Design priority_encoder_rr_flat, sky130hd; sources not shown.
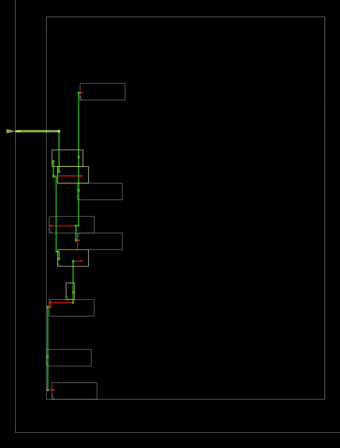
(images/final_clocks.png)
insertion delay at the late pin of the worst-skew pair: 220 ps
clock buf count: 4

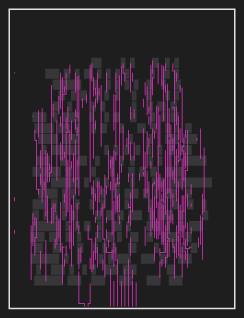
(images/met2.png)
Scale: 4 px per um.
188 nets have wire on it. The layer carries 1680 um of wire. The layer holds 55% of the routed length. The wires run mostly vertical.
met2 usage: 33.0%
Routed WL: 3050 um
vias after detailed routing: 1209

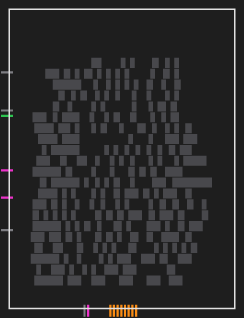
(images/pins.png)
Scale: 4 px per um. Pins as bars across the die edge, other pins in gray.
Key: orange = bus_in [pins 8, direction input, edge bottom]; magenta = bus_out [pins 3, direction output, edge 2 left, 1 bottom]; green = rst [pins 1, direction input, edge left]
All pins by edge: 10 bottom, 6 left.
height of the chip: 74.4 um
Die W: 56.0 um
port bufs: 15

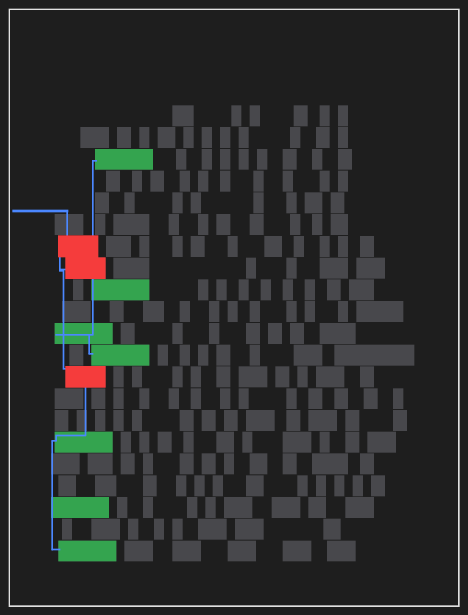
(images/clock_map.png)
Scale: 8 px per um.
Key: blue = clock wires [length 92.0 um]; red = cells driving clock nets [count 3]; green = flip-flops [count 7]
There are 4 routed clock nets.
clock power share: 12.1%
Clock group: 0.000116 W

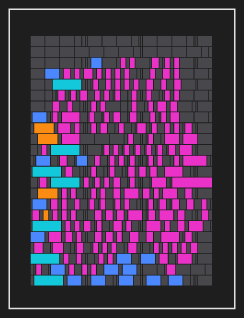
(images/cell_classes.png)
Scale: 4 px per um. Fill, decap, tap and diode cells in gray.
Key: orange = clock drivers and dummy loads [cells 4]; cyan = flops [cells 7]; magenta = all other logic [cells 175]; blue = other buffers and delay cells [cells 17]
row count: 23
Core ar.: 0.00285 mm^2
Design Area, Final: 0.00129 mm^2
Seq/total area: 10.9%
fin util: 45.1%

==> changes_impl.md <==
### Physical design

- Reg2reg path depth: 19
- Detailed Routing Iterations Pass 1: 4
- Combinational power share: 75.0%
- Setup WS post-layout: ~370 ps
- Sink Count: 7
- P_seq: 0.000124 W
- Non-Filler Instances: 240
- CP Class: reg2reg
- Top power group: combinational logic
- Clk tree area frac: around 3.5%
- RSZ-0062 raised after global routing: no
- # hold bufs at CTS: 0
- Hold path depth: 2
- Unique cell types: 22
- Initial DRC count: 13
- Tool Warnings: 27
- Final tally of setup violations: 0
- Initial antenna violation count: 0
- Buffer share of cell area: 12.8%
- Mapped Cells: 186
- Slowest Stage Delay on Critical Path: between 400 and 500 ps
- Synth Area per Inst: between 5 and 6 um^2
- Status: finished, final reports clean
- Cell Chain, Critical Path: inv_4 > ha_1 > inv_1 > nand3_1 > nand3_2 > nand2_1 > nand3_1 > nand2_1 > nand2_1 > nand2_1 > nand2_1 > nand2_1 > nand2_1 > nand2_1 > inv_1 > ha_1 > ha_1 > o21ai_2 > nand2_1
- Multi-input gates: 150
- Fp util: between 30% and 40%
- WP depth: 19
- GRT Residual Overflow: 0
- CP top delay family: simple AND/OR/NAND/NOR gates
- Arrival @ worst endpoint: between 2000 and 3000 ps
- H-tree level count: 1
- Slew HR: a little under two thirds
- Wire length on met1: around 1300 um
- Final Hold Fails: 0
- Vias per cell: 5.04
- Clk root buf: clkbuf_8
- N_taps: 37
- IO Pins: 16
- DP HPWL: 2720 um
- Largest net degree at the start of global routing: 13
- WP buf/inv: 3
- Post-Syn Area: 0.00107 mm^2
Power is estimated from default activity; no workload was simulated.
